$ cat config.mk
export PLATFORM = sky130hd
export DESIGN_NAME = fifo_rr_arbiter
export DESIGN_NICKNAME = d
export VERILOG_FILES = /design/src/rtl/fifo_rr_arbiter.sv
export SDC_FILE = /design/constraint.sdc
export NUM_CORES = 1
export LEC_CHECK = 0
export CAP_MARGIN = 25
export CORE_MARGIN = 5
export CORE_UTILIZATION = 40
export CTS_BUF_LIST = sky130_fd_sc_hd__clkbuf_16
export DETAILED_ROUTE_END_ITERATION = 8
export PLACE_DENSITY = 0.79
export SYNTH_ARGS = -nofsm -noshare
export SYNTH_HDL_FRONTEND = slang
export SYNTH_SLANG_ARGS = --single-unit
$ cat constraint.sdc
create_clock -name clk -period 5.8 [get_ports clk]
set_input_delay 1.45 -clock clk [delete_from_list [all_inputs] [get_ports clk]]
set_output_delay 1.45 -clock clk [all_outputs]
set_load 0.1 [all_outputs]
$ cat src/rtl/fifo_rr_arbiter.sv
// Round-robin drain of NUM_FIFOS input FIFOs into one downstream FIFO, with optional
// per-channel bursts, back-pressure via out_almost_full, and a two-stage data pipeline.
module fifo_rr_arbiter #(
  parameter int NUM_FIFOS      = 4,
  parameter int FIFO_WORD_SIZE = 10,
  parameter int BURST_LEN      = 1,
  parameter int CNT_WIDTH      = 16
) (
  input  logic                                clk,
  input  logic                                reset,
  input  logic                                enable,
  input  logic [NUM_FIFOS-1:0]                fifo_empty,
  input  logic [NUM_FIFOS*FIFO_WORD_SIZE-1:0] fifo_data,
  input  logic                                out_almost_full,
  output logic [NUM_FIFOS-1:0]                fifo_pop,
  output logic                                out_push,
  output logic [FIFO_WORD_SIZE-1:0]           out_data,
  output logic [$clog2(NUM_FIFOS)-1:0]        grant,
  output logic                                idle,
  output logic [CNT_WIDTH-1:0]                words_sent
);

  localparam int IDX_W = $clog2(NUM_FIFOS);
  localparam int CW    = $clog2(BURST_LEN + 1);
  localparam logic [IDX_W-1:0] LAST_RST  = IDX_W'(NUM_FIFOS - 1);
  localparam logic [CW-1:0]    BURST_MAX = CW'(BURST_LEN);

  typedef enum logic {ARB, HOLD} state_t;

  state_t                    state, state_n;
  logic [CW-1:0]             burst_cnt, burst_n;
  logic [IDX_W-1:0]          last;
  logic                      pop_any;
  logic [IDX_W-1:0]          pop_idx;
  logic                      pop_d;
  logic [IDX_W-1:0]          sel_d;
  logic [NUM_FIFOS-1:0]      eligible;
  logic                      stall, issue_ok;
  logic [IDX_W-1:0]          rr_base, rr_idx, cand;
  logic                      rr_found;
  logic [FIFO_WORD_SIZE-1:0] fifo_word [NUM_FIFOS];

  assign eligible = ~fifo_empty;
  assign stall    = !enable || out_almost_full;
  assign issue_ok = !reset && !stall && (|eligible);

  // A fresh burst scans from the channel after the last grant; once a burst has run in
  // HOLD the scan starts after the current grant, which is the same channel.
  assign rr_base = (state == HOLD) ? grant : last;

  always_comb begin
    for (int i = 0; i < NUM_FIFOS; i++) begin
      fifo_word[i] = fifo_data[i*FIFO_WORD_SIZE +: FIFO_WORD_SIZE];
    end
  end

  // First eligible index after rr_base; rr_base itself is checked last, so a lone
  // eligible channel is re-granted every cycle.
  always_comb begin
    rr_found = 1'b0;
    rr_idx   = '0;
    cand     = '0;
    for (int k = 1; k <= NUM_FIFOS; k++) begin
      cand = IDX_W'((int'(rr_base) + k) % NUM_FIFOS);
      if (!rr_found && eligible[cand]) begin
        rr_found = 1'b1;
        rr_idx   = cand;
      end
    end
  end

  // NOTE: every output of this block gets a default first, so no path leaves one unassigned and no latch is inferred.
  always_comb begin
    state_n = state;
    burst_n = burst_cnt;
    pop_any = 1'b0;
    pop_idx = grant;
    if (issue_ok) begin
      if (state == HOLD && !fifo_empty[grant] && burst_cnt < BURST_MAX) begin
        pop_any = 1'b1;
        pop_idx = grant;
        burst_n = burst_cnt + CW'(1);
      end else begin
        pop_any = rr_found;
        pop_idx = rr_idx;
        burst_n = CW'(1);
        state_n = (BURST_LEN > 1) ? HOLD : ARB;
      end
    end else if (!stall) begin
      state_n = ARB;
    end
  end

  always_comb begin
    fifo_pop = '0;
    if (pop_any) fifo_pop[pop_idx] = 1'b1;
  end

  assign idle = !pop_any && !pop_d && !out_push && (&fifo_empty);

  // NOTE: reset is sampled on the clock edge, and all state updates are non-blocking so every register sees pre-edge values.
  always_ff @(posedge clk) begin
    if (reset) begin
      state      <= ARB;
      burst_cnt  <= '0;
      grant      <= '0;
      last       <= LAST_RST;
      pop_d      <= 1'b0;
      sel_d      <= '0;
      out_push   <= 1'b0;
      out_data   <= '0;
      words_sent <= '0;
    end else begin
      state     <= state_n;
      burst_cnt <= burst_n;
      if (pop_any) begin
        grant <= pop_idx;
        last  <= pop_idx;
      end
      pop_d    <= pop_any;
      sel_d    <= pop_idx;
      out_push <= pop_d;
      // FIFO read data is valid the cycle after its pop, when pop_d is set.
      if (pop_d) out_data <= fifo_word[sel_d];
      if (out_push) words_sent <= words_sent + CNT_WIDTH'(1);
    end
  end

endmodule

==> out/metrics.cfg <==
[outcome]
status = completed

[floorplan]
core_area_um2 = 4290
die_height_um = 75.9
die_w_um = 75.9

[detailed_routing]
num_vias = 1594
drc = 0

[clock_network]
root_buffer = clkbuf_16
post-cts-setup-buffers = 0
cts.sinks = 34
postCtsResizedCells = 0
cts-buffers-inserted = 5
clockBufferDepth = 2

[sta]
slew-limit-headroom_pct = 33.3
finClkSkew_ps = 3.82
finalSetupViolCount = 0

[logic_synthesis]
synthFlopType = dfxtp_1
synthCells = 178
synth_stat.cells = 178
synth_area_per_cell_um2 = 9.76

[worst_hold_path]
hold_path.class = register to register

[place]
io_buffer_count = 81
place.gp.congestion = 0.881
dp_cells = 303

[cells_and_area]
lay_top_cells = clkdlybuf4s50_1 (76), dfxtp_1 (34), nor2_1 (32), mux2i_1 (11), mux4_2 (10)
areaGrowthSynthToFinish_pct = 58.1
lay_top_count = clkdlybuf4s50_1
final_cells = 310

[critical_path]
max_stage_delay_ps = 520
crit_path_end_kind = primary output
startpoint_type = input port
critPathKind = input port to primary output

[power_and_ir_drop]
power_mw = 0.600
powerDensity_nw_per_um2 = 218
ir_drop_v = 0.000146

[global_routing]
grt_max_degree = 37

[job]
cap_violations = 0

power by group:
part           switching [mW]  internal, mW
registers             0.00785         0.239
logic                  0.0541        0.0549
clock network          0.0892         0.155
total                   0.151         0.449
tightest hold or removal path: cells and delay by family, from the launching register on:
family | cells | cell delay (ps)
DFF | 1 | 310
and+or+nand+nor | 1 | 70
AOI/OAI and AO/OA | 1 | 60
state kept, by name, indices dropped and copies added (netlist names):
register    cells
out_data       10
words_sent     16
last            2
grant           2
sel_d           2
pop_d           1
out_push        1
final timing paths:
path | start | end | slack (ps) | depth (start not counted)
min reg2reg | grant[1] | grant[1] | 490 | 2
min | grant[1] | grant[1] | 490 | 2
max reg2reg | sel_d[0] | out_data[5] | 4130 | 3
max | fifo_empty[1] | fifo_pop[1] | 1140 | 6
cells in the mapped netlist (2+ instances only):
library cell	number	area (µm²)
dfxtp_1	34	681
xor2_1	6	52.6
nand4_1	6	37.5
nand2_1	9	33.8
and2_1	2	12.5
and3_1	6	37.5
xnor2_1	5	43.8
clkbuf_1	3	11.3
o21ai_0	4	20.0
inv_1	3	11.3
nor3_1	7	35.0
nor4_1	2	12.5
a31oi_1	2	12.5
nand2b_1	2	12.5
mux4_2	10	225
mux2i_1	11	110
a21oi_1	7	35.0
nand3_1	3	15.0
nor2b_1	3	18.8
mux2_2	2	22.5
buf_1	2	7.51
nor2_1	32	120
cell type report:
type / instances / area [µm²]
Clock buffer: 5 / 125
Clock inverter: 2 / 10.0
Fill cell: 376 / 1550
Inverter: 3 / 11.3
Multi-Input combinational cell: 132 / 997
Sequential cell: 34 / 681
Tap cell: 52 / 65.1
Timing Repair Buffer: 82 / 856
cells by family (layout without fill, tap and decap cells):
logic type	Yosys count	after routing	synth area share (%)
simple gates	79	79	24.1
flops	34	34	39.2
mux	23	23	20.6
buf+inv	12	92	3.39
xor+xnor	11	11	5.55
compound gates	18	18	6.41
fa+ha+maj	1	1	0.720
layer usage:
layer  wire (µm)  GRT usage, %
met2        2100          26.3
met5           0             0
met3         510          6.99
met4          21          4.08
met1        1630          18.0
stage by stage:
stage / setup slack, ps / instance area, µm²
floorplan: 220 / 1740
global placement: 1170 / 2610
detailed placement: 1160 / 2610
CTS: 1150 / 2750
global route: 1060 / 2750
finish: 1140 / 2750
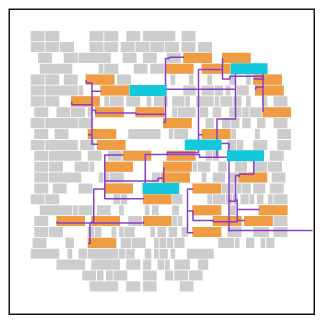
Figure 1: routed clock nets over the placement.
(4 px per µm)
flip-flops -> orange  # count 34
clock wires -> purple  # length 430 µm
clock drivers -> cyan  # count 5
routed clock nets = 6

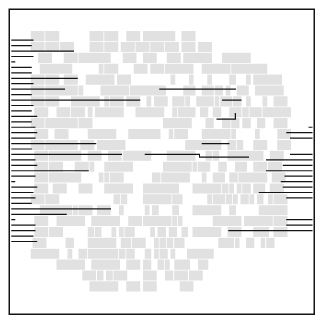
Figure 2: metal 3.
(4 px per µm) Cells faint in the background.
longest straight run = 32.0 µm
wire length on this layer = 510 µm
main direction = horizontal
share of all routed wire = 12%
nets with wire on the layer = 55

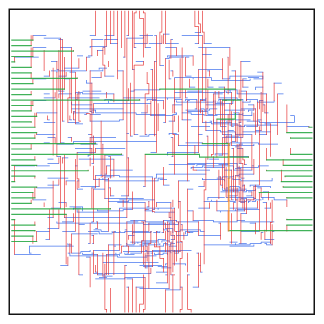
Figure 3: metal layers overlaid.
(4 px per µm)
metal 3 -> green  # wire length 510 µm
metal 1 -> blue  # wire length 1630 µm
metal 2 -> red  # wire length 2100 µm
metal 4 -> orange  # wire length 21.8 µm

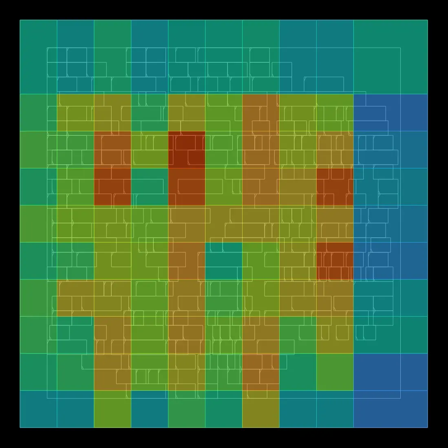
Figure 4: track usage over the die.
WL per Instance: 13.7 µm
GR Layer Usage met1: 18.0%
GRT Util Overall: 15.6%
Top Usage Layer GRT: met2
GR Util met2: 26.3%

No activity file was given, so power comes from the tool's default toggle rates.
